--- config.mk ---
export PLATFORM = sky130hd
export DESIGN_NAME = vic_registers
export DESIGN_NICKNAME = d
export VERILOG_FILES = /design/src/rtl/vic_pkg.sv /design/src/rtl/vic_reg_cell.sv /design/src/rtl/vic_registers.sv
export SDC_FILE = /design/constraint.sdc
export NUM_CORES = 1
export LEC_CHECK = 0
export CORE_MARGIN = 1
export CORE_UTILIZATION = 45
export CTS_BUF_LIST = sky130_fd_sc_hd__clkbuf_2 sky130_fd_sc_hd__clkbuf_4 sky130_fd_sc_hd__clkbuf_8
export CTS_CLUSTER_SIZE = 8
export DETAILED_ROUTE_END_ITERATION = 16
export DONT_BUFFER_PORTS = 1
export GPL_TIMING_DRIVEN = 0
export PLACE_DENSITY = 0.6
export SLEW_MARGIN = 15
export SYNTH_ARGS = -nofsm -noshare
export SYNTH_HDL_FRONTEND = slang
export SYNTH_HIERARCHICAL = 1
export SYNTH_SLANG_ARGS = --single-unit
--- constraint.sdc ---
create_clock -name clk -period 1.63 [get_ports clk]
set_input_delay 0.2445 -clock clk [delete_from_list [all_inputs] [get_ports clk]]
set_output_delay 0.2445 -clock clk [all_outputs]
set_load 0.005 [all_outputs]
--- src/rtl/vic_pkg.sv ---
// ---------------------------------------------------------------------------
// vic_pkg
//  Shared constants and types for the VIC register file.
//  - 31 config registers at addresses 0..30, control register at address 31.
//  - Bit 0 of the control register is the engine enable.
// ---------------------------------------------------------------------------
package vic_pkg;

  localparam int VIC_DATA_W      = 4;
  localparam int VIC_ADDR_W      = 5;
  localparam int VIC_NUM_REGS    = 31;
  localparam int VIC_TOTAL_REGS  = VIC_NUM_REGS + 1;  // config regs + control
  localparam int VIC_BUF_W       = VIC_NUM_REGS * VIC_DATA_W;
  localparam int VIC_CTRL_EN_BIT = 0;

  localparam logic [VIC_ADDR_W-1:0] VIC_CTRL_ADDR = 5'd31;

  typedef logic [VIC_DATA_W-1:0] vic_data_t;
  typedef logic [VIC_ADDR_W-1:0] vic_addr_t;

endpackage : vic_pkg

--- src/rtl/vic_reg_cell.sv ---
// ---------------------------------------------------------------------------
// vic_reg_cell
//  One register of the VIC register file: async active-high reset to zero,
//  synchronous load when load_i is high.
//  Ports:
//    clk     in   system clock
//    rst     in   asynchronous, active-high reset
//    load_i  in   load enable (address decode AND write enable)
//    d_i     in   data to store
//    q_o     out  stored value
// ---------------------------------------------------------------------------
module vic_reg_cell
  import vic_pkg::*;
(
  input  logic      clk,
  input  logic      rst,
  input  logic      load_i,
  input  vic_data_t d_i,
  output vic_data_t q_o
);

  vic_data_t q_q;
  vic_data_t q_d;

  always_comb begin
    q_d = q_q;
    if (load_i) q_d = d_i;
  end

  // NOTE: non-blocking update, so every cell and the read register sample the
  // same pre-edge values; this is what makes a same-cycle read see old data.
  always_ff @(posedge clk or posedge rst) begin
    if (rst) q_q <= '0;
    else     q_q <= q_d;
  end

  assign q_o = q_q;

endmodule : vic_reg_cell

--- src/rtl/vic_registers.sv ---
// ---------------------------------------------------------------------------
// vic_registers
//  Host-accessible register file for the VIC video block.
//  31 x 4-bit config registers (addr 0..30) are exposed in parallel on
//  o_buffer; the control register (addr 31) drives o_enable from bit 0.
//  Reads are registered (1-cycle latency) and hold when i_VIC_re is low.
//  Ports:
//    clk            in   system clock
//    rst            in   asynchronous, active-high reset
//    i_VIC_regaddr  in   register address 0..31
//    i_VIC_data     in   write data
//    o_VIC_data     out  registered read data
//    i_VIC_we       in   write enable
//    i_VIC_re       in   read enable
//    o_buffer       out  config regs packed, reg[i] at [4*i+3:4*i]
//    o_enable       out  engine enable (control reg bit 0)
// ---------------------------------------------------------------------------
module vic_registers
  import vic_pkg::*;
(
  input  logic                 clk,
  input  logic                 rst,
  input  logic [VIC_ADDR_W-1:0] i_VIC_regaddr,
  input  logic [VIC_DATA_W-1:0] i_VIC_data,
  output logic [VIC_DATA_W-1:0] o_VIC_data,
  input  logic                 i_VIC_we,
  input  logic                 i_VIC_re,
  output logic [VIC_BUF_W-1:0]  o_buffer,
  output logic                 o_enable
);

  logic [VIC_TOTAL_REGS-1:0] load_dec;
  vic_data_t                 regs [VIC_TOTAL_REGS];
  vic_data_t                 rd_q;
  vic_data_t                 rd_d;

  // One-hot write decode; every address is valid, so no error path.
  // NOTE: default assigned first so no path leaves load_dec unassigned (no latch).
  always_comb begin
    load_dec = '0;
    if (i_VIC_we) load_dec[i_VIC_regaddr] = 1'b1;
  end

  // Registers 0..30 are config, register 31 is control.
  // NOTE: these are discrete flops with reset, not a RAM, because the whole
  // array must read zero on o_buffer immediately after reset.
  for (genvar i = 0; i < VIC_TOTAL_REGS; i++) begin : g_cell
    vic_reg_cell u_cell (
      .clk    (clk),
      .rst    (rst),
      .load_i (load_dec[i]),
      .d_i    (i_VIC_data),
      .q_o    (regs[i])
    );
  end

  // Read mux; the register holds its value when no read is requested.
  always_comb begin
    rd_d = rd_q;
    if (i_VIC_re) rd_d = regs[i_VIC_regaddr];
  end

  always_ff @(posedge clk or posedge rst) begin
    if (rst) rd_q <= '0;
    else     rd_q <= rd_d;
  end

  assign o_VIC_data = rd_q;

  for (genvar i = 0; i < VIC_NUM_REGS; i++) begin : g_buf
    assign o_buffer[VIC_DATA_W*i +: VIC_DATA_W] = regs[i];
  end

  assign o_enable = regs[VIC_CTRL_ADDR][VIC_CTRL_EN_BIT];

endmodule : vic_registers

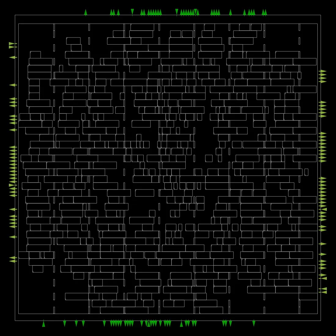
Figure 1: run 1, placement view.
proportion of cell area occupied by registers: 0.444
number of sequential cells: 132
area inside the core boundary: 13500 um2

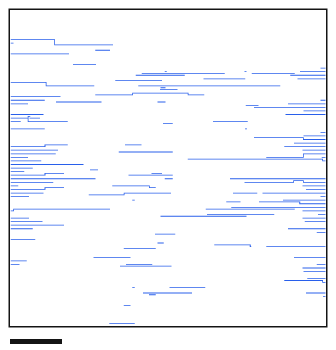
Figure 2: run 1, signal wires on met3.
The bar under the picture is 20 um long.
nets with wire on the layer: 100
longest straight run: 53.8 um
wire length after detailed routing: 18500 um
via count of the routed design: 4001

==> impl_metrics.xml, run 1 <==
<?xml version="1.0" encoding="UTF-8"?>
<metrics>
  <group name="global_route">
    <metric name="grt_pass1_vias" unit="">4310</metric>
    <metric name="globalRouteTotalUtil" unit="">0.271</metric>
  </group>
  <group name="run">
    <metric name="tool_warnings" unit="">29</metric>
  </group>
  <group name="power">
    <metric name="cellPowerDensity" unit="nW/um2">1230</metric>
  </group>
  <group name="placed_design">
    <metric name="place_inst" unit="">624</metric>
  </group>
  <group name="logic_synthesis">
    <metric name="synth_xor_xnor_area_share" unit="">0</metric>
    <metric name="synth_seq_share" unit="">0.524</metric>
    <metric name="syn-instance-count" unit="">448</metric>
    <metric name="ys_sh_adder" unit="">0</metric>
  </group>
  <group name="layout">
    <metric name="fin_cells" unit="">669</metric>
    <metric name="finalNetCount" unit="">494</metric>
    <metric name="postLayoutCellArea" unit="um2">7440</metric>
  </group>
  <group name="timing">
    <metric name="fmax" unit="MHz">584</metric>
    <metric name="setup_repair_after_global_routing_missed_its_margin" unit="">yes</metric>
    <metric name="setup-violations-final" unit="">2</metric>
    <metric name="timing_max_transition_violations_final" unit="">0</metric>
    <metric name="final_critical_path_share_of_the_clock_period" unit="">1.05</metric>
    <metric name="fin_ws" unit="ns">-0.0837</metric>
    <metric name="hold_vio_cnt_final" unit="">0</metric>
  </group>
  <group name="critical_path">
    <metric name="timing.critical_path.from_type" unit="">register</metric>
  </group>
  <group name="clock_network">
    <metric name="clk_root_buf" unit="">clkbuf_8</metric>
    <metric name="cts_h_tree_depth" unit="">4</metric>
  </group>
  <group name="drt">
    <metric name="routed_via_density" unit="">5.98</metric>
    <metric name="drcViolationCount" unit="">0</metric>
  </group>
  <group name="worst_hold_path">
    <metric name="timing.hold.worst.class" unit="">in2reg</metric>
  </group>
  <group name="outcome">
    <metric name="run_status" unit="">finished with violations</metric>
    <metric name="violations" unit="">negative setup slack</metric>
  </group>
</metrics>
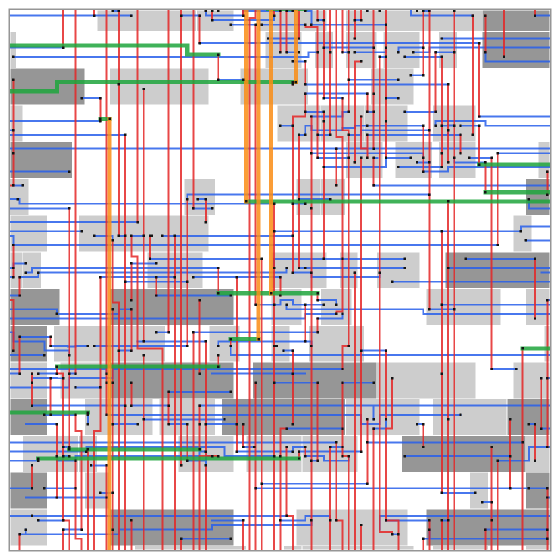
Figure 3: run 1, layout detail.
Region (40, 16) to (80, 56) um. Cells in gray, sequential cells in the stronger gray; small squares are vias.
legend:
  met4:
    color: orange
  met2:
    color: red
  met1:
    color: blue
  met3:
    color: green
netlist names of flops here include: `g_cell.u_cell/q_o` (12)
cells with their middle in the window: 67
sequential cells in the window: 12
most frequent: dfrtp_1 (12), mux2_2 (7), inv_1 (5)

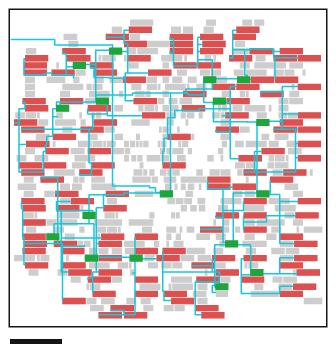
Figure 4: run 1, clock network drawn from the DEF.
The bar under the picture is 20 um long.
legend:
  cells driving clock nets:
    color: green
    count: 17
  flip-flops:
    color: red
    count: 132
  clock wires:
    color: cyan
    length: 1690 um
routed clock nets: 18
flops lie: spread over the die
Final Skew: 0.0122 ns
worst-skew pair later-pin latency: 0.45 ns
part of the total power dissipated in the clock network: 0.319

-- run 1: cell usage after synthesis, drive strengths merged --
cell | instances | area (um2)
nand2b | 4 | 25.0
and3 | 2 | 12.5
a221oi | 1 | 8.76
clkbuf | 9 | 33.8
or3b | 4 | 35.0
mux4 | 26 | 619
nor3 | 1 | 5.00
nor3b | 2 | 15.0
a21o | 1 | 7.51
nand3 | 2 | 10.0
nand4 | 1 | 6.26
o21ai | 2 | 10.0
mux2i | 10 | 100
mux2 | 132 | 1490
a21oi | 1 | 5.00
nand2 | 5 | 18.8
o211ai | 1 | 7.51
nor2 | 36 | 135
o21a | 1 | 7.51
nor2b | 2 | 12.5
nand3b | 5 | 37.5
o22a | 2 | 17.5
a41oi | 1 | 8.76
and4b | 1 | 10.0
a2111oi | 1 | 15.0
o22ai | 3 | 18.8
or2 | 1 | 6.26
dfrtp | 132 | 3300
inv | 36 | 135
a31oi | 4 | 25.0
o32a | 1 | 10.0
buf | 8 | 77.6
a22o | 3 | 26.3
and3b | 3 | 26.3
a22oi | 4 | 30.0
-- run 1: repair_timing --
item / CTS / global route
endpoints found under the setup margin: 66 / 29
buffers inserted: 6 / 0
pin swaps: 1 / 2
hold endpoints to repair: 264 / 0
resized: 7 / 10
hold buffers: 8 / 0
-- run 1: path summary, 6_finish.rpt --
| check | start | endpoint | slack [ns] | cells after the start |
|---|---|---|---|---|
| max | g_cell[15].u_cell/q_o[3]$_DFFE_PP0P_ | o_VIC_data[3]$_DFFE_PP0P_ | -0.08 | 4 |
| min | i_VIC_re | o_VIC_data[2]$_DFFE_PP0P_ | 0.13 | 3 |
| max reg2reg | g_cell[15].u_cell/q_o[3]$_DFFE_PP0P_ | o_VIC_data[3]$_DFFE_PP0P_ | -0.08 | 4 |
| min reg2reg | g_cell[31].u_cell/q_o[1]$_DFFE_PP0P_ | g_cell[31].u_cell/q_o[1]$_DFFE_PP0P_ | 0.51 | 1 |
| max in group asynchronous | rst | g_cell[11].u_cell/q_o[3]$_DFFE_PP0P_ | 0.52 | 4 |
| min in group asynchronous | rst | g_cell[24].u_cell/q_o[1]$_DFFE_PP0P_ | 0.41 | 3 |
-- run 1: layer usage --
layer | wire (um) | GRT usage
met1 | 7500 | 0.349
met4 | 356 | 0.0972
met2 | 8960 | 0.425
met3 | 1670 | 0.0929
met5 | 0 | 0
-- run 1: area by class of cell --
type | count | area (um2)
Buffer | 17 | 198
Timing Repair Buffer | 14 | 175
Tap cell | 176 | 220
Fill cell | 1154 | 6020
Clock inverter | 9 | 128
Clock buffer | 22 | 290
Multi-Input combinational cell | 263 | 2990
Sequential cell | 132 | 3300
Inverter | 36 | 135
-- run 1: power by group --
| group | switching, W | internal, W |
|---|---|---|
| Clock | 0.00126 | 0.00165 |
| Combinational | 0.000617 | 0.000936 |
| Sequential | 0.000761 | 0.00391 |
| Total | 0.00264 | 0.00650 |
-- run 1: sequential cells by signal, summed over array words and instances, names as in the netlist --
signal and cells:
g_cell.u_cell/q_o 128, o_VIC_data 4
-- run 1: critical path, delay by kind of cell, from the launching register on --
family | cells | cell delay, ns
DFF | 1 | 0.41
muxes | 1 | 0.51
AOI/OAI and AO/OA | 3 | 0.66
==> run 2: changes to the inputs <==
- MAX_ROUTING_LAYER: not set -> met4
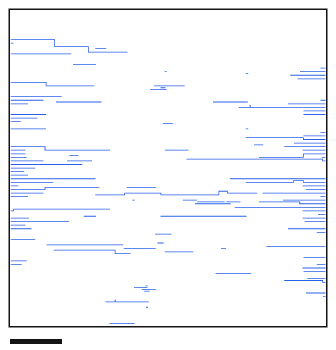
Figure 5: run 2, signal wires on met3.
The bar under the picture is 20 um long.
nets with wire on the layer: 93
main direction: horizontal
share of all routed wire: 7.9%
wire length on this layer: 1440 um
wire length after detailed routing: 18400 um
via count of the routed design: 3997

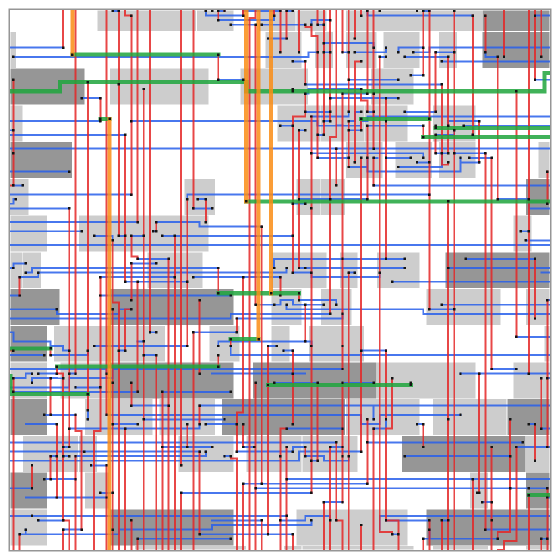
Figure 6: run 2, layout detail.
Region (40, 16) to (80, 56) um. Cells in gray, sequential cells in the stronger gray; small squares are vias.

==> run 2 against run 1 <==
The flow still finishes with violations (negative setup slack). Core utilization is the same. Sequential power is essentially flat. Critical path depth is the same. Final cell count is the same. Total power is essentially flat. Combinational power is essentially flat. Cell area is the same. Die size is the same. Routed wire length shrank 0.49%.
==> impl_metrics.xml, run 2 <==
<?xml version="1.0" encoding="UTF-8"?>
<metrics>
  <group name="outcome">
    <metric name="run_status" unit="">finished with violations</metric>
    <metric name="violations" unit="">negative setup slack</metric>
  </group>
  <group name="drt">
    <metric name="drcViolationCount" unit="">0</metric>
    <metric name="routed_via_density" unit="">5.97</metric>
  </group>
  <group name="power">
    <metric name="clock_power_share" unit="">0.319</metric>
    <metric name="power.switching_fraction" unit="">0.289</metric>
    <metric name="power.combinational.fraction" unit="">0.170</metric>
    <metric name="cellPowerDensity" unit="nW/um2">1230</metric>
  </group>
  <group name="logic_synthesis">
    <metric name="netlist_top_cells_count" unit="">dfrtp_1, mux2_2, inv_1, nor2_1, mux4_2</metric>
    <metric name="synth_xor_xnor_area_share" unit="">0</metric>
    <metric name="ys_sh_adder" unit="">0</metric>
    <metric name="top_area_cell" unit="">dfrtp_1</metric>
    <metric name="count_of_flip_flops_with_a_built_in_enable_after_synthesis" unit="">0</metric>
    <metric name="postSynth.topFlopCell" unit="">dfrtp_1</metric>
    <metric name="synthArstFlopShare" unit="">1.00</metric>
    <metric name="synth_dominant_cell_count" unit="">dfrtp_1</metric>
  </group>
  <group name="timing">
    <metric name="timing_max_transition_violations_final" unit="">0</metric>
    <metric name="fmax" unit="MHz">582</metric>
    <metric name="setup-violations-final" unit="">2</metric>
    <metric name="setup_repair_after_global_routing_missed_its_margin" unit="">yes</metric>
    <metric name="fin_ws" unit="ns">-0.0878</metric>
  </group>
  <group name="global_route">
    <metric name="globalRouteTotalUtil" unit="">0.279</metric>
  </group>
  <group name="die">
    <metric name="area_inside_the_core_boundary" unit="um2">13500</metric>
  </group>
  <group name="layout">
    <metric name="largest_register_ff_count" unit="">128</metric>
    <metric name="finalNetCount" unit="">494</metric>
    <metric name="postLayoutCellArea" unit="um2">7440</metric>
  </group>
  <group name="placed_design">
    <metric name="place_inst" unit="">624</metric>
  </group>
  <group name="critical_path">
    <metric name="timing.critical_path.from_type" unit="">register</metric>
  </group>
</metrics>
run 2: cell counts after synthesis:
No cell type changed its count.
run 2: metal layers:
metal  global-route usage  wire [um]  vias up
li1                     -          -     1691
met1                0.353       7710     2134
met4               0.0972        357        0
met2                0.425       8880      150
met5                    -          0        -
met3               0.0901       1440       22
run 2: kinds of logic after synthesis:
family / count (synthesis)
muxes: 168
DFF: 132
and+or+nand+nor: 69
buffers and inverters: 53
AOI/OAI and AO/OA: 26
run 2: power by group through the flow:
| stage | Combinational, W | Sequential [W] | Clock [W] |
|---|---|---|---|
| after global placement | 0.00137 | 0.00472 | 0 |
| after global routing | 0.00167 | 0.00477 | 0.00310 |
| after CTS | 0.00155 | 0.00468 | 0.00296 |
| after floorplan | 0.00118 | 0.00442 | 0 |
| final | 0.00155 | 0.00467 | 0.00291 |
| after detailed placement | 0.00141 | 0.00474 | 0 |
run 2: cell type report:
class	count	area (um2)
plain buffers	17	198
clock buffers	22	290
clock inverters	9	128
fillers	1154	6020
inverters	36	135
multi-input cells	263	2990
flip-flops and latches	132	3300
well taps	176	220
repair buffers	14	175
run 2: critical path, cell delays in order, from the launching register on:
cell and delay [ns]:
dfrtp_1 0.42, mux4_2 0.53, a22o_1 0.23, a2111oi_4 0.30
a31oi_1 0.11
run 2: timing repair:
action | CTS | global route
setup endpoints to repair | 66 | 28
gates resized | 7 | 10
hold buffers | 8 | 0
endpoints found under the hold margin | 264 | 0
pin swaps | 1 | 2
buffers inserted | 6 | 0
run 2: metrics by stage:
| step | power [W] | setup slack, ns | util | setup TNS (ns) |
|---|---|---|---|---|
| 2_1_floorplan | 0.00560 | -0.158 | - | -11.61 |
| 3_3_place_gp | 0.00609 | -0.750 | 0.507 | -60.72 |
| 3_5_place_dp | 0.00615 | -0.752 | 0.507 | -62.07 |
| 4_1_cts | 0.00919 | -0.0803 | 0.551 | -0.139 |
| 5_1_grt | 0.00954 | -0.130 | 0.553 | -0.212 |
| 6_report | 0.00914 | -0.0878 | 0.553 | -0.109 |
run 2: final timing paths:
check                      depth (start not counted)                                   end                                  from  slack, ns
setup / recovery                                   4             o_VIC_data[3]$_DFFE_PP0P_  g_cell[30].u_cell/q_o[3]$_DFFE_PP0P_      -0.09
hold / removal                                     3             o_VIC_data[2]$_DFFE_PP0P_                              i_VIC_re       0.15
setup reg to reg                                   4             o_VIC_data[3]$_DFFE_PP0P_  g_cell[30].u_cell/q_o[3]$_DFFE_PP0P_      -0.09
hold reg to reg                                    1  g_cell[31].u_cell/q_o[3]$_DFFE_PP0P_  g_cell[31].u_cell/q_o[3]$_DFFE_PP0P_       0.51
max in group asynchronous                          4  g_cell[11].u_cell/q_o[3]$_DFFE_PP0P_                                   rst       0.52
min in group asynchronous                          3  g_cell[27].u_cell/q_o[3]$_DFFE_PP0P_                                   rst       0.41
==> run 3: changes to the inputs <==
- SKIP_LAST_GASP: not set -> 1
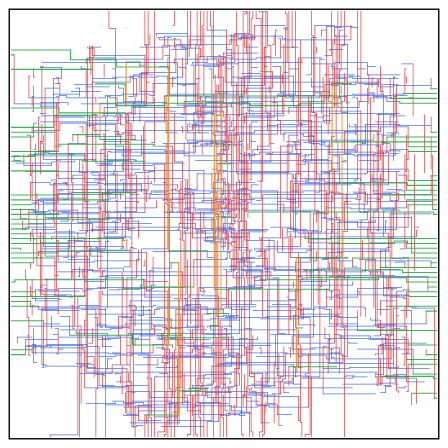
Figure 7: run 3, wiring by layer.
legend:
  met4:
    color: orange
    wire_length: 430 um
  met2:
    color: red
    wire_length: 8770 um
  met3:
    color: green
    wire_length: 1510 um
  met1:
    color: blue
    wire_length: 7660 um
via count of the routed design: 3990
routed length per instance: 27.5 um
wire length after detailed routing: 18400 um
total routing usage reported by global routing: 0.280

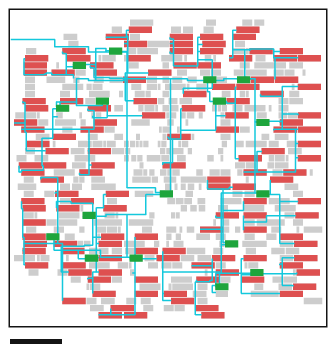
Figure 8: run 3, clock network drawn from the DEF.
The bar under the picture is 20 um long.
part of the total power dissipated in the clock network: 0.320
worst-skew pair later-pin latency: 0.47 ns
power consumed by the clock network: 0.00293 W

==> run 3 against run 2 <==
The flow still finishes with violations (negative setup slack). Fmax increased by 0.11%. Final cell count did not move. Worst setup slack improved by 0.0020 ns. Die size did not move. Routed wire length down 0.11%. Register-to-register slack is essentially flat. Clock power is essentially flat. Combinational power barely moved. Sequential share of layout area hardly changed. Flip-flop count unchanged. Non-clock buffer count unchanged. Sequential power barely moved. Highest routed layer unchanged.
==> impl_metrics.xml, run 3 <==
<?xml version="1.0" encoding="UTF-8"?>
<metrics>
  <group name="drt">
    <metric name="drt-met1-wl" unit="um">7660</metric>
    <metric name="highest-signal-layer" unit="">met4</metric>
    <metric name="routed_via_density" unit="">5.96</metric>
    <metric name="met3_length" unit="um">1510</metric>
    <metric name="drcViolationCount" unit="">0</metric>
  </group>
  <group name="logic_synthesis">
    <metric name="synth_dominant_cell_count" unit="">dfrtp_1</metric>
    <metric name="top_area_cell" unit="">dfrtp_1</metric>
    <metric name="postSynth.topFlopCell" unit="">dfrtp_1</metric>
    <metric name="synthArstFlopShare" unit="">1.00</metric>
    <metric name="count_of_flip_flops_with_a_built_in_enable_after_synthesis" unit="">0</metric>
    <metric name="syn-instance-count" unit="">448</metric>
    <metric name="top_cell_type_s_share_of_synthesized_area" unit="">0.524</metric>
  </group>
  <group name="die">
    <metric name="area_inside_the_core_boundary" unit="um2">13500</metric>
  </group>
  <group name="layout">
    <metric name="layout.area.comb" unit="um2">2980</metric>
    <metric name="final_util" unit="">0.553</metric>
    <metric name="postLayoutCellArea" unit="um2">7430</metric>
    <metric name="finalNetCount" unit="">494</metric>
    <metric name="layout.filler_cells" unit="">1154</metric>
    <metric name="largest_register_ff_count" unit="">128</metric>
  </group>
  <group name="timing">
    <metric name="totalNegativeSetupSlack" unit="ns">-0.135</metric>
    <metric name="fin_ws" unit="ns">-0.0858</metric>
    <metric name="finClkSkew" unit="ns">0.0153</metric>
    <metric name="timing_max_transition_violations_final" unit="">0</metric>
    <metric name="final_critical_path_share_of_the_clock_period" unit="">1.05</metric>
    <metric name="fmax" unit="MHz">583</metric>
    <metric name="setup-violations-final" unit="">2</metric>
    <metric name="hold_vio_cnt_final" unit="">0</metric>
  </group>
  <group name="critical_path">
    <metric name="cp-startpoint" unit="">g_cell[30].u_cell/q_o[3]$_DFFE_PP0P_</metric>
    <metric name="start_of_the_worst_register_to_register_path" unit="">g_cell[30].u_cell/q_o[3]$_DFFE_PP0P_</metric>
    <metric name="timing.critical_path.from_type" unit="">register</metric>
  </group>
  <group name="clock_network">
    <metric name="clkSlewWorstSetupHoldPaths" unit="ns">0.08</metric>
    <metric name="clk_root_buf" unit="">clkbuf_8</metric>
  </group>
  <group name="global_route">
    <metric name="grt_pass1_vias" unit="">4315</metric>
    <metric name="first_pass_grt_wire_length" unit="um">28100</metric>
  </group>
  <group name="power">
    <metric name="cellPowerDensity" unit="nW/um2">1230</metric>
    <metric name="totalPowerFinal" unit="W">0.00915</metric>
  </group>
  <group name="worst_hold_path">
    <metric name="worst_hold_startpoint" unit="">i_VIC_re</metric>
    <metric name="timing.hold.worst.class" unit="">in2reg</metric>
  </group>
  <group name="outcome">
    <metric name="violations" unit="">negative setup slack</metric>
    <metric name="run_status" unit="">finished with violations</metric>
  </group>
  <group name="run">
    <metric name="tool_warnings" unit="">29</metric>
  </group>
</metrics>
==> run 3: cell counts in the layout (fill, tap and decap cells not counted) <==
No cell type changed its count.
==> run 3: cell families (layout without fill, tap and decap cells) <==
| kind of cell | count (synthesis) | in the layout | share of synthesized area |
|---|---|---|---|
| AND-OR/OR-AND | 26 | 26 | 0.0313 |
| buffers and inverters | 53 | 98 | 0.0391 |
| flip-flops | 132 | 132 | 0.524 |
| multiplexers | 168 | 168 | 0.350 |
| AND/OR/NAND/NOR | 69 | 69 | 0.0563 |
==> run 3: timing repair <==
action	in CTS	in global routing
buffers inserted	6	0
endpoints found under the setup margin	66	28
endpoints found under the hold margin	264	0
hold buffers	8	0
pin swaps	1	0
resized	5	11
==> run 3: layout make-up <==
cell class,instances,share of cell area
Clock buffer,22,0.0390
Sequential cell,132,0.444
Tap cell,176,0.0296
Buffer,17,0.0266
Clock inverter,9,0.0172
Multi-Input combinational cell,263,0.401
Inverter,36,0.0182
Timing Repair Buffer,14,0.0236
==> run 3: path summary, 6_finish.rpt <==
check | depth (start not counted) | slack (ns) | endpoint
setup reg to reg | 4 | -0.09 | o_VIC_data[3]$_DFFE_PP0P_
min in group asynchronous | 3 | 0.39 | g_cell[24].u_cell/q_o[0]$_DFFE_PP0P_
hold reg to reg | 1 | 0.51 | g_cell[31].u_cell/q_o[3]$_DFFE_PP0P_
hold / removal | 3 | 0.12 | o_VIC_data[2]$_DFFE_PP0P_
setup / recovery | 4 | -0.09 | o_VIC_data[3]$_DFFE_PP0P_
max in group asynchronous | 4 | 0.53 | g_cell[11].u_cell/q_o[3]$_DFFE_PP0P_
==> run 3: power by group <==
group / internal, W / total, W / switching [W]
Combinational: 0.000935 / 0.00155 / 0.000615
Clock: 0.00165 / 0.00293 / 0.00128
Sequential: 0.00391 / 0.00467 / 0.000760
==> run 3: metal layers <==
| metal | GRT usage | vias up |
|---|---|---|
| li1 | - | 1690 |
| met1 | 0.352 | 2127 |
| met2 | 0.425 | 145 |
| met3 | 0.0915 | 28 |
| met4 | 0.0972 | 0 |
| met5 | - | - |
==> run 3: critical path: stages (launching register included) <==
cell,delay [ns]
dfrtp_1,0.42
mux4_2,0.53
a22o_1,0.23
a2111oi_4,0.30
a31oi_1,0.11
==> run 3: metrics by stage <==
| stage | hold WS [ns] | setup slack [ns] | cells |
|---|---|---|---|
| finish | 0.116 | -0.0858 | 669 |
| global route | 0.119 | -0.130 | 669 |
| floorplan | 0.0106 | -0.158 | 448 |
| global placement | 0.0218 | -0.750 | 624 |
| detailed placement | 0.0277 | -0.752 | 624 |
| CTS | 0.104 | -0.0876 | 669 |
No activity file was given, so power comes from the tool's default toggle rates.
